<file path="src/rtl/beta_fetch_unit.sv">
// beta_fetch_unit - instruction fetch stage.
//
// Each fetch enable from the pipeline control unit produces exactly one
// imem transaction at the current PC. The fetched word is held for the
// if-to-dec pipe register until that register accepts it, and the PC then
// advances by 4. A redirect from the execution stage replaces the PC. If a
// transaction is in flight when the redirect arrives, the transaction is
// completed and its data is discarded.
//
// Ports
//   clk_i, rstn_i           clock, async active-low reset
//   pcu_ifs_fetch_en_i      start a fetch (sampled in IDLE only)
//   pcu_ifs_busy_o          fetch in flight or instruction not yet handed off
//   pcu_pip0_stall_i        pip0 cannot accept the held instruction
//   pcu_pip0_flush_i        drop the held instruction
//   ifs_redirect_valid_i    redirect request, target in ifs_redirect_pc_i
//   imem_req_o/addr_o       memory request and address
//   imem_gnt_i              request accepted
//   imem_rvalid_i/rdata_i   response valid and instruction word
//   ifs_instr_o/pc_o        held instruction and its PC
//   ifs_instr_valid_o       held instruction valid
//
// state | meaning
// ------+------------------------------------------------------------
// IDLE  | no transaction; waiting for fetch enable
// REQ   | request driven at the latched fetch address until granted
// WAIT  | granted; waiting for the response data
// HOLD  | instruction held for pip0 until hand-off, flush or redirect

module beta_fetch_unit #(
  parameter int                   DataWidth = 32,
  parameter logic [DataWidth-1:0] ResetPc   = '0
) (
  input  logic                 clk_i,
  input  logic                 rstn_i,
  input  logic                 pcu_ifs_fetch_en_i,
  output logic                 pcu_ifs_busy_o,
  input  logic                 pcu_pip0_stall_i,
  input  logic                 pcu_pip0_flush_i,
  input  logic                 ifs_redirect_valid_i,
  input  logic [DataWidth-1:0] ifs_redirect_pc_i,
  output logic                 imem_req_o,
  output logic [DataWidth-1:0] imem_addr_o,
  input  logic                 imem_gnt_i,
  input  logic                 imem_rvalid_i,
  input  logic [DataWidth-1:0] imem_rdata_i,
  output logic [DataWidth-1:0] ifs_instr_o,
  output logic [DataWidth-1:0] ifs_pc_o,
  output logic                 ifs_instr_valid_o
);

  typedef enum logic [1:0] {
    ST_IDLE = 2'd0,
    ST_REQ  = 2'd1,
    ST_WAIT = 2'd2,
    ST_HOLD = 2'd3
  } state_e;

  state_e               state_q, state_d;
  logic [DataWidth-1:0] pc_q, pc_d;
  logic [DataWidth-1:0] fetch_addr_q, fetch_addr_d;
  logic [DataWidth-1:0] instr_q, instr_d;
  logic [DataWidth-1:0] instr_pc_q, instr_pc_d;
  logic                 kill_q, kill_d;

  logic [DataWidth-1:0] redirect_pc;
  logic [DataWidth-1:0] pc_inc;

  assign redirect_pc = {ifs_redirect_pc_i[DataWidth-1:2], 2'b00};
  assign pc_inc      = pc_q + DataWidth'(4);

  always_ff @(posedge clk_i or negedge rstn_i) begin
    if (!rstn_i) begin
      state_q      <= ST_IDLE;
      pc_q         <= ResetPc;
      fetch_addr_q <= ResetPc;
      instr_q      <= '0;
      instr_pc_q   <= ResetPc;
      kill_q       <= 1'b0;
    end else begin
      state_q      <= state_d;
      pc_q         <= pc_d;
      fetch_addr_q <= fetch_addr_d;
      instr_q      <= instr_d;
      instr_pc_q   <= instr_pc_d;
      kill_q       <= kill_d;
    end
  end

  always_comb begin
    state_d      = state_q;
    pc_d         = pc_q;
    fetch_addr_d = fetch_addr_q;
    instr_d      = instr_q;
    instr_pc_d   = instr_pc_q;
    kill_d       = kill_q;

    unique case (state_q)
      ST_IDLE: begin
        kill_d = 1'b0;
        if (ifs_redirect_valid_i) pc_d = redirect_pc;
        if (pcu_ifs_fetch_en_i) begin
          state_d      = ST_REQ;
          // A redirect in the same cycle as the enable already steers this fetch.
          fetch_addr_d = ifs_redirect_valid_i ? redirect_pc : pc_q;
        end
      end

      ST_REQ: begin
        // The request address comes from fetch_addr_q. A redirect therefore
        // cannot alter a request that is still waiting for grant.
        if (ifs_redirect_valid_i) begin
          pc_d   = redirect_pc;
          kill_d = 1'b1;
        end
        if (imem_gnt_i) state_d = ST_WAIT;
      end

      ST_WAIT: begin
        if (ifs_redirect_valid_i) begin
          pc_d   = redirect_pc;
          kill_d = 1'b1;
        end
        if (imem_rvalid_i) begin
          if (kill_q || ifs_redirect_valid_i) begin
            state_d = ST_IDLE;
            kill_d  = 1'b0;
          end else begin
            instr_d    = imem_rdata_i;
            instr_pc_d = fetch_addr_q;
            state_d    = ST_HOLD;
          end
        end
      end

      ST_HOLD: begin
        if (ifs_redirect_valid_i) begin
          pc_d    = redirect_pc;
          state_d = ST_IDLE;
        end else if (pcu_pip0_flush_i) begin
          state_d = ST_IDLE;
        end else if (!pcu_pip0_stall_i) begin
          pc_d    = pc_inc;
          state_d = ST_IDLE;
        end
      end

      default: state_d = ST_IDLE;
    endcase
  end

  assign pcu_ifs_busy_o    = (state_q != ST_IDLE);
  assign imem_req_o        = (state_q == ST_REQ);
  assign imem_addr_o       = (state_q == ST_REQ) ? fetch_addr_q : pc_q;
  assign ifs_instr_o       = instr_q;
  assign ifs_pc_o          = instr_pc_q;
  assign ifs_instr_valid_o = (state_q == ST_HOLD) && !kill_q;

endmodule

</file>
<file path="config.mk">
export PLATFORM = sky130hd
export DESIGN_NAME = beta_fetch_unit
export DESIGN_NICKNAME = d
export VERILOG_FILES = /design/src/rtl/beta_fetch_unit.sv
export SDC_FILE = /design/constraint.sdc
export NUM_CORES = 1
export LEC_CHECK = 0
export CAP_MARGIN = 0
export CORE_ASPECT_RATIO = 0.75
export CORE_MARGIN = 2
export CORE_UTILIZATION = 43
export DETAILED_ROUTE_END_ITERATION = 10
export HOLD_SLACK_MARGIN = 0.06
export PLACE_DENSITY_LB_ADDON = 0.1
export SYNTH_ARGS = -nofsm -noshare
export SYNTH_HDL_FRONTEND = slang
export SYNTH_SLANG_ARGS = --single-unit
export TNS_END_PERCENT = 30
</file>
<file path="constraint.sdc">
create_clock -name clk_i -period 2.3 [get_ports clk_i]
set_input_delay 0.23 -clock clk_i [delete_from_list [all_inputs] [get_ports clk_i]]
set_output_delay 0.23 -clock clk_i [all_outputs]
set_load 0.02 [all_outputs]
</file>
Figure 1. Placed cells, one colour a class (run 1).
The bar under the picture is 50 um long.
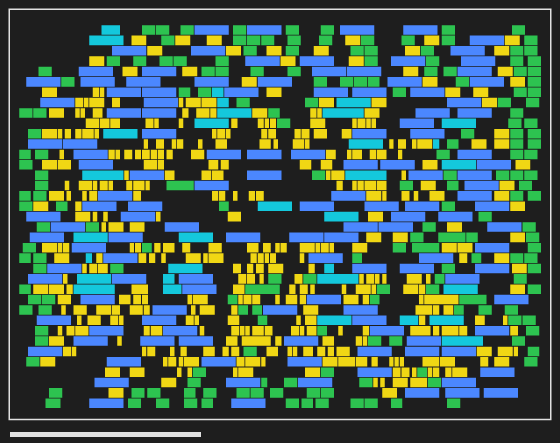
| class | colour | cells | share of their area |
|---|---|---|---|
| remaining logic cells | yellow | 374 | 32% |
| clock drivers and dummy loads | cyan | 32 | 8.1% |
| remaining buffers and delay cells | green | 187 | 22% |
| registers | blue | 131 | 38% |
Finished Cell Area: 0.00879 mm^2
Final Core Density: 63.7%
flop share of the area: 37.3%

Figure 2. Clock network drawn from the DEF (run 1).
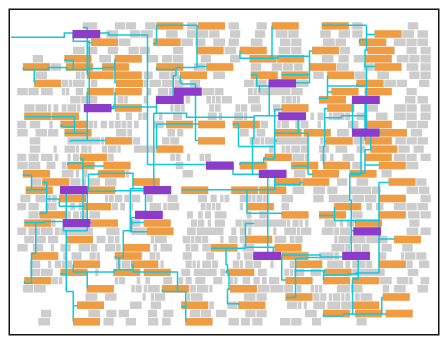
[flip-flops] orange | count: 131
[clock-net drivers] purple | count: 17
[clock wires] cyan | length: 1720 um
flops lie: all over the die
clock group share of total power: 26.5%
Clk power: 3.13 mW
clk_skew: 0.0126 ns

Figure 3. Drive-strength map (run 1).
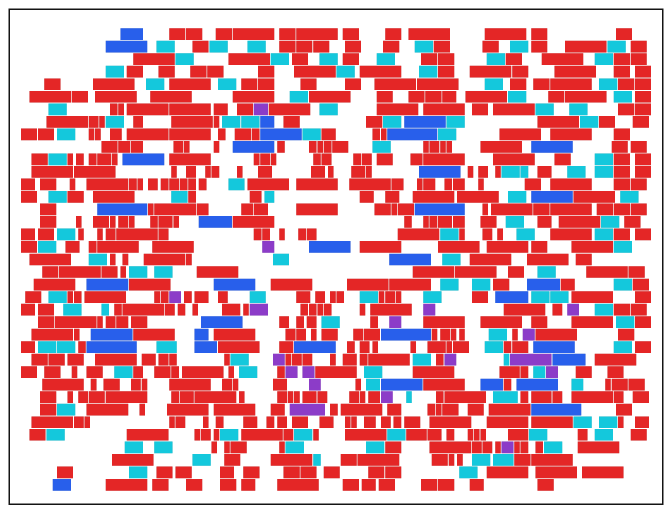
| size | colour | cells | share |
|---|---|---|---|
| x2 | cyan | 113 | 16% |
| x1 and smaller | red | 559 | 77% |
| x6 and larger | blue | 34 | 4.7% |
| x3 and x4 | purple | 18 | 2.5% |

==> metrics.cfg, run 1 <==
[route]
drt_first_iter_violations=263
drt-total-wl_um=16100
vias=4804

[global_routing]
grt_antenna_before_repair=0
grt_pass1_wl_um=26100
track_usage_pct=22.2
gr-total-overflow=0

[synth]
ys_types=50
largest_area_cell=dfrtp_1
top_cells_by_area=dfrtp_1, mux2_2, nand2_1
ys_async_sr_fraction_pct=100
ys_area_mm2=0.00611
synthCells=533
edf_count=0
ys_seq_share_pct=53.6
syn_avg_cell_area_um2=11.5

[floorplan]
die_h_um=107
fp.dieW_um=142
rows=37
initCoreUtil_pct=44.3

[clock_network]
clk_latency_ns=0.42
cts-root-buf=clkbuf_16
cts_buffers=17
clk_path_buf_depth=2
post_cts_buffers=0

[min_path]
hold_class=in2reg
min_delay_path_depth=3

[placement]
dp.cells=865
postPlaceCellArea_mm2=0.00807
place.port_buffers=168
hpwl_um=11300

[layout]
mostFrequentLayoutCells=clkdlybuf4s50_1, dfrtp_1, mux2_2
area_growth_pct=43.8
fin_nets=789
layout-drive-gt1-share_pct=22.8

[pwr]
p_leak_nw=3.64
ir_worst_vdd_uv=739

[sta]
worst_slew_pin_slew_ns=0.518
setup_tns_ns=0
post-route-min-period_ns=2.26
slew_viol_final=0
finalCritPeriodShare_pct=98.2
hold_viol=0
fmax_mhz=443

[outcome]
status=finished, final reports clean

[critical_path]
critPathKind=reg2out

[run]
openroad.warnings=32

[run 1: logic make-up (layout without fill, tap and decap cells)]
group / Yosys count / in the layout / share of synthesized area (%)
simple gates: 158 / 158 / 13.0
flops: 131 / 131 / 53.6
mux: 110 / 110 / 20.0
compound gates: 87 / 87 / 8.88
buf+inv: 36 / 227 / 2.52
fa+ha+maj: 6 / 6 / 1.23
xor+xnor: 5 / 5 / 0.717
[run 1: state kept, by name, summed over array words and instances, names as in the netlist]
| register | cells |
|---|---|
| fetch_addr_q | 32 |
| ifs_instr_o | 32 |
| kill_q | 1 |
| state_q | 2 |
| ifs_pc_o | 32 |
| pc_q | 32 |
[run 1: cells in the mapped netlist (7+ instances only)]
cell type  number
dfrtp_1       131
mux2_2         97
nand2_1        53
nor2_1         40
a21oi_1        21
a31oi_1        18
o21ai_0        17
clkbuf_1       14
buf_2          12
nand3_1        12
mux2i_1        11
nor2b_1        10
inv_1           7
nand4_1         7
[run 1: power by group]
| group | leakage, nW | internal, mW | total [mW] | switching, mW |
|---|---|---|---|---|
| sequential | 1.55 | 3.21 | 3.79 | 0.586 |
| combinational | 1.76 | 2.47 | 4.87 | 2.41 |
| clock | 0.337 | 2.12 | 3.13 | 1.01 |
[run 1: metrics by stage]
stage	total power [mW]	worst slack (ns)	utilization [%]	hold WS, ns
final	11.8	0.0419	63.7	0.245
after global routing	12.4	-0.000255	63.7	0.246
after CTS	11.8	0.0135	63.3	0.211
after detailed placement	8.78	0.161	58.5	0.218
after global placement	8.62	0.179	58.5	0.220
after floorplan	6.39	0.191	-	-0.0656
[run 1: what timing repair did]
action                                  4_1_cts  5_1_grt
endpoints found under the hold margin        49        0
endpoints found under the setup margin       32       63
pin swaps                                     0        0
cloned                                        0        1
gates resized                                34       18
hold buffers                                  1        0
[run 1: metal layers]
metal / global-route usage [%] / share of wire [%] / wire, um
met2: 33.3 / 45 / 7270
met5: 0 / 0 / 0
met4: 8.64 / 0.74 / 119
met1: 31.6 / 49 / 7840
met3: 4.76 / 5.6 / 904
[run 1: critical path, stage by stage, from the launching register on]
cell           delay, ns
dfrtp_1             0.43
inv_2               0.12
ha_4                0.21
buf_12              0.17
mux2_2              0.34
dlygate4sd2_1       0.33
[run 1: path summary, 6_finish.rpt]
| path | slack (ns) | to | from |
|---|---|---|---|
| min in group asynchronous | 0.33 | ifs_pc_o[6] | rstn_i |
| max | 0.04 | imem_addr_o[18] | state_q[1] |
| max reg2reg | 0.11 | pc_q[16] | state_q[0] |
| min reg2reg | 0.50 | ifs_pc_o[6] | ifs_pc_o[6] |
| max in group asynchronous | 1.15 | fetch_addr_q[0] | rstn_i |
| min | 0.25 | pc_q[15] | ifs_redirect_valid_i |
[run 1: layout make-up]
| cell class | count | area [um^2] | area share (%) |
|---|---|---|---|
| clock buffers | 20 | 467 | 5.31 |
| clock inverters | 12 | 224 | 2.55 |
| inverters | 8 | 30.0 | 0.342 |
| multi-input cells | 366 | 2700 | 30.7 |
| flip-flops and latches | 131 | 3280 | 37.3 |
| well taps | 175 | 219 | 2.49 |
| repair buffers | 187 | 1870 | 21.3 |
==> run 2, diff against run 1 <==
--- a/config.mk
+++ b/config.mk
@@ -12,6 +12,7 @@
 export DETAILED_ROUTE_END_ITERATION = 10
 export HOLD_SLACK_MARGIN = 0.06
 export PLACE_DENSITY_LB_ADDON = 0.1
+export SLEW_MARGIN = 20
 export SYNTH_ARGS = -nofsm -noshare
 export SYNTH_HDL_FRONTEND = slang
 export SYNTH_SLANG_ARGS = --single-unit
Figure 4. The clock network (run 2).
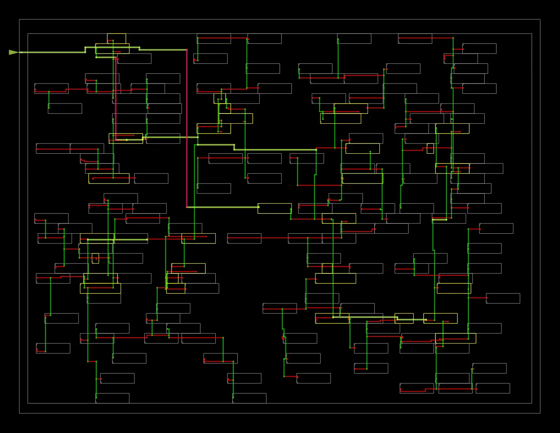
clkbuf count: 20
total CTS buffers: 17
FF+latch count: 131
Sink Count: 131

==> metrics.cfg, run 2 <==
[outcome]
status=finished, final reports clean

[global_routing]
gr-total-overflow=0
track_usage_pct=22.2
grt_antenna_before_repair=0

[placement]
dp.cells=865
postPlaceCellArea_mm2=0.00807
dp_slack_ns=0.161
hpwl_um=11300

[route]
drt-total-wl_um=16100
met1Wirelength_um=7840
wl_met2_um=7270
route.met3.wl_um=904

[floorplan]
fp.dieW_um=142
initCoreUtil_pct=44.3

[run]
openroad.warnings=32

[min_path]
hp-start=ifs_redirect_valid_i
min_delay_path_depth=3
hold_class=in2reg

[synth]
ys_top_logic_family=multiplexers
top_cells_by_area=dfrtp_1, mux2_2, nand2_1
synth.cellmix.simpleShare_pct=13.0
syn_avg_cell_area_um2=11.5
edf_count=0
ys_seq_share_pct=53.6
largest_area_cell=dfrtp_1
common_cells=dfrtp_1, mux2_2, nand2_1
top_cell=dfrtp_1
xor_area_share_pct=0.716
synthCells=533

[layout]
layout-drive-gt1-share_pct=22.8
mostFrequentLayoutCells=clkdlybuf4s50_1, dfrtp_1, mux2_2
logic_area_mm2=0.00270
area_growth_pct=43.8
design_area_mm2=0.00879
final_util_pct=63.7
fin_nets=789
seq_area_mm2=0.00328

[sta]
post-route-min-period_ns=2.26
fin_ws_ns=0.0419
slew_viol_final=0
skew_ns=0.0126
finalCritPeriodShare_pct=98.2
worst_slew_pin_slew_ns=0.518

[critical_path]
r2r_start=state_q[0]
reg2reg_to=pc_q[16]
critPathKind=reg2out

[pwr]
p_leak_nw=3.64

[clock_network]
clk_path_buf_depth=2

Figure 5. Placed cells, one colour a class (run 2).
The bar under the picture is 50 um long.
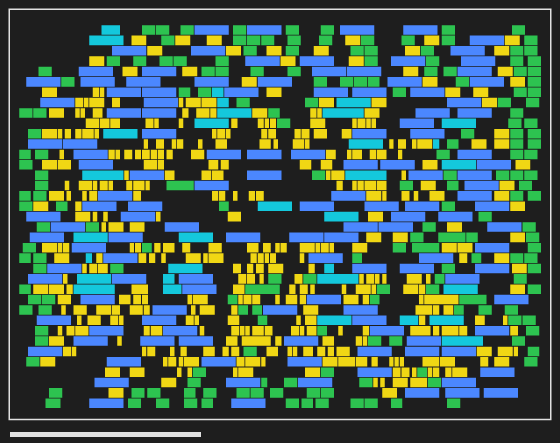
| class | colour | cells | share of their area |
|---|---|---|---|
| registers | blue | 131 | 38% |
| clock drivers and dummy loads | cyan | 32 | 8.1% |
| remaining logic cells | yellow | 374 | 32% |
| remaining buffers and delay cells | green | 187 | 22% |
row count: 37
core area: 0.0138 mm^2

-- run 2: cell counts after synthesis --
No cell type changed its count.
-- run 2: through the flow --
step	TNS [ns]	power, mW	hold WS, ns
after floorplan	0	6.39	-0.0656
after global placement	0	8.62	0.220
after detailed placement	0	8.78	0.218
after CTS	0	11.8	0.211
after global routing	-0.000255	12.4	0.246
final	0	11.8	0.245
-- run 2: layout make-up --
type,count,area share (%)
flip-flops and latches,131,37.3
multi-input cells,366,30.7
inverters,8,0.342
repair buffers,187,21.3
well taps,175,2.49
clock buffers,20,5.31
clock inverters,12,2.55
-- run 2: logic make-up after synthesis --
group | count (synthesis)
compound gates | 87
simple gates | 158
fa+ha+maj | 6
flops | 131
buf+inv | 36
mux | 110
xor+xnor | 5
-- run 2: critical path, stage by stage (launching register included) --
cell	delay, ns
dfrtp_1	0.43
inv_2	0.12
ha_4	0.21
buf_12	0.17
mux2_2	0.34
dlygate4sd2_1	0.33
-- run 2: what timing repair did --
item | in CTS | in global routing
buffers inserted | 0 | 0
endpoints found under the setup margin | 32 | 63
gates resized | 34 | 18
hold buffers | 1 | 0
cloned | 0 | 1
endpoints found under the hold margin | 49 | 0
-- run 2: routing by layer --
metal	GRT usage [%]	vias up
met5	0	-
li1	-	2286
met1	31.6	2360
met2	33.3	150
met3	4.76	8
met4	8.64	0
-- run 2: worst max path at each step --
stage	slack, ns	start	endpoint
final	0.04	state_q[1]	imem_addr_o[18]
after global routing	-0.0003	state_q[1]	imem_addr_o[18]
after CTS	0.01	state_q[0]	ifs_instr_valid_o
after detailed placement	0.16	state_q[1]	imem_addr_o[14]
after global placement	0.18	pcu_pip0_flush_i	pc_q[16]
after floorplan	0.19	state_q[1]	imem_addr_o[10]
-- run 2: report_power, final --
group	internal [mW]	leakage (nW)	total (mW)	switching, mW
Combinational	2.47	1.76	4.87	2.41
Sequential	3.21	1.55	3.79	0.586
Clock	2.12	0.337	3.13	1.01
Total	7.80	3.64	11.8	4.00
==> run 3, diff against run 2 <==
--- a/config.mk
+++ b/config.mk
@@ -11,7 +11,9 @@
 export CORE_UTILIZATION = 43
 export DETAILED_ROUTE_END_ITERATION = 10
 export HOLD_SLACK_MARGIN = 0.06
+export MAX_ROUTING_LAYER = met4
 export PLACE_DENSITY_LB_ADDON = 0.1
+export SETUP_SLACK_MARGIN = 0.2
 export SLEW_MARGIN = 20
 export SYNTH_ARGS = -nofsm -noshare
 export SYNTH_HDL_FRONTEND = slang
==> constraint.sdc (replaced) <==
create_clock -name clk_i -period 2.88 [get_ports clk_i]
set_input_delay 0.288 -clock clk_i [delete_from_list [all_inputs] [get_ports clk_i]]
set_output_delay 0.288 -clock clk_i [all_outputs]
set_load 0.02 [all_outputs]
Figure 6. Clock network drawn from the DEF (run 3).
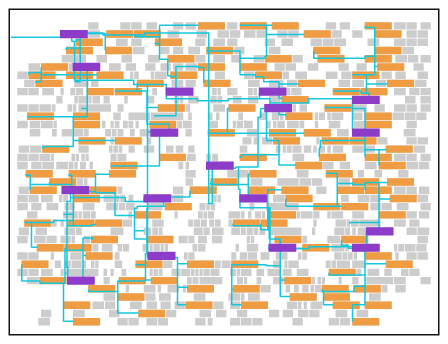
[flip-flops] orange | count: 131
[clock-net drivers] purple | count: 17
[clock wires] cyan | length: 1770 um
flops lie: all over the die
clock group share of total power: 25.8%
Clk power: 2.43 mW

Figure 7. Drive-strength map (run 3).
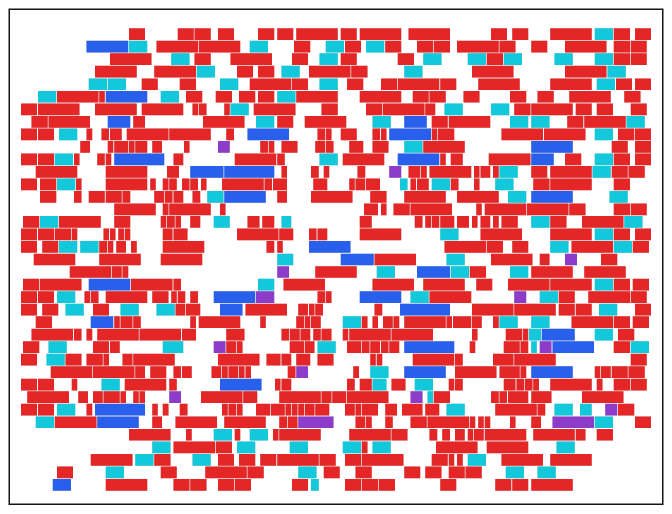
| size | colour | cells | share |
|---|---|---|---|
| x1 and smaller | red | 563 | 78% |
| x6 and larger | blue | 32 | 4.5% |
| x2 | cyan | 110 | 15% |
| x3 and x4 | purple | 14 | 1.9% |

==> metrics.cfg, run 3 <==
[global_routing]
grt_pass1_wl_um=25500
gr-usage-met2_pct=32.6
grt.met1_usage_pct=31.2
grt_antenna_before_repair=0

[critical_path]
critPathKind=reg2out
reg2reg_to=pc_q[25]
path_delay_family=buffers and inverters
critical_path_buf_inv_count=3
path_cells=inv_2 > ha_4 > buf_4 > mux2_2 > clkdlybuf4s50_1

[run]
openroad.warnings=32

[pwr]
ir_worst_vdd_uv=551

[sta]
worst_slew_pin_slew_ns=0.791
fmax_mhz=388
setup_tns_ns=0
hold_viol=0
skew_ns=0.0138
slew_viol_final=0

[floorplan]
die_h_um=107
initCoreUtil_pct=44.3
rows=37
fp.dieW_um=142
core_area_mm2=0.0138

[clock_network]
clk_latency_ns=0.42
clkSinkCount=131
clk_path_buf_depth=2
cts_buffers=17

[route]
drt_first_iter_violations=237
drt-total-wl_um=15700

[outcome]
status=finished, final reports clean

[synth]
syn_avg_cell_area_um2=11.5
ys_async_sr_fraction_pct=100
ys_types=50
ys_area_mm2=0.00611
common_cells=dfrtp_1, mux2_2, nand2_1
largest_area_cell=dfrtp_1
edf_count=0

[min_path]
holdPathEnd=pc_q[7]
hold_class=in2reg
hp-start=ifs_redirect_valid_i

[layout]
layout-drive-gt1-share_pct=21.7
design_area_mm2=0.00873

[placement]
dp.cells=858
postPlaceCellArea_mm2=0.00802
hpwl_um=10800

[run 3: cell counts after synthesis]
Identical to the previous run, type by type.
[run 3: cells by family (layout without fill, tap and decap cells)]
group / Yosys count / in the layout / share of synthesized area, %
buf+inv: 36 / 222 / 2.52
compound gates: 87 / 87 / 8.88
flops: 131 / 131 / 53.6
simple gates: 158 / 158 / 13.0
xor+xnor: 5 / 5 / 0.717
fa+ha+maj: 6 / 6 / 1.23
mux: 110 / 110 / 20.0
[run 3: timing repair]
item / in CTS / in global routing
setup buffers: 3 / 0
setup endpoints to repair: 28 / 21
gates resized: 1 / 1
endpoints found under the hold margin: 83 / 0
hold buffers: 1 / 0
[run 3: cell type report]
class                      count  area [um^2]
clock inverter                 8          170
sequential                   131         3280
clock buffer                  24          502
multi-input combinational    366         2700
tap                          175          219
timing repair buffer         182         1840
inverter                       8         30.0
fill                        1103         5070
[run 3: routing by layer]
layer  part of all wire (%)  vias up  wire, um
met4                   0.94        0       148
met2                     45      160      7020
li1                       -     2270         -
met5                      0        -         0
met1                     49     2351      7620
met3                    5.8       10       914
[run 3: worst max path at each step]
stage                           end  slack, ns  cells after the start
global placement    imem_addr_o[28]       0.52                      5
global route        imem_addr_o[21]       0.22                      5
floorplan           imem_addr_o[10]       0.71                      5
finish              imem_addr_o[28]       0.31                      5
detailed placement  imem_addr_o[21]       0.43                      5
CTS                 imem_addr_o[21]       0.21                      5
[run 3: metrics by stage]
stage	hold WS, ns	util, %	setup WS [ns]
6_report	0.298	63.3	0.306
3_5_place_dp	0.410	58.1	0.430
4_1_cts	0.285	63.3	0.211
3_3_place_gp	0.396	58.1	0.524
2_1_floorplan	-0.00759	-	0.713
5_1_grt	0.304	63.3	0.221
[run 3: report_power, final]
part           internal (mW)  leakage (nW)  switching, mW  total, mW
Sequential              2.56          1.55          0.462       3.02
Combinational           2.05          1.68           1.89       3.94
Clock                   1.65         0.323          0.775       2.43
Power is estimated from default activity; no workload was simulated.
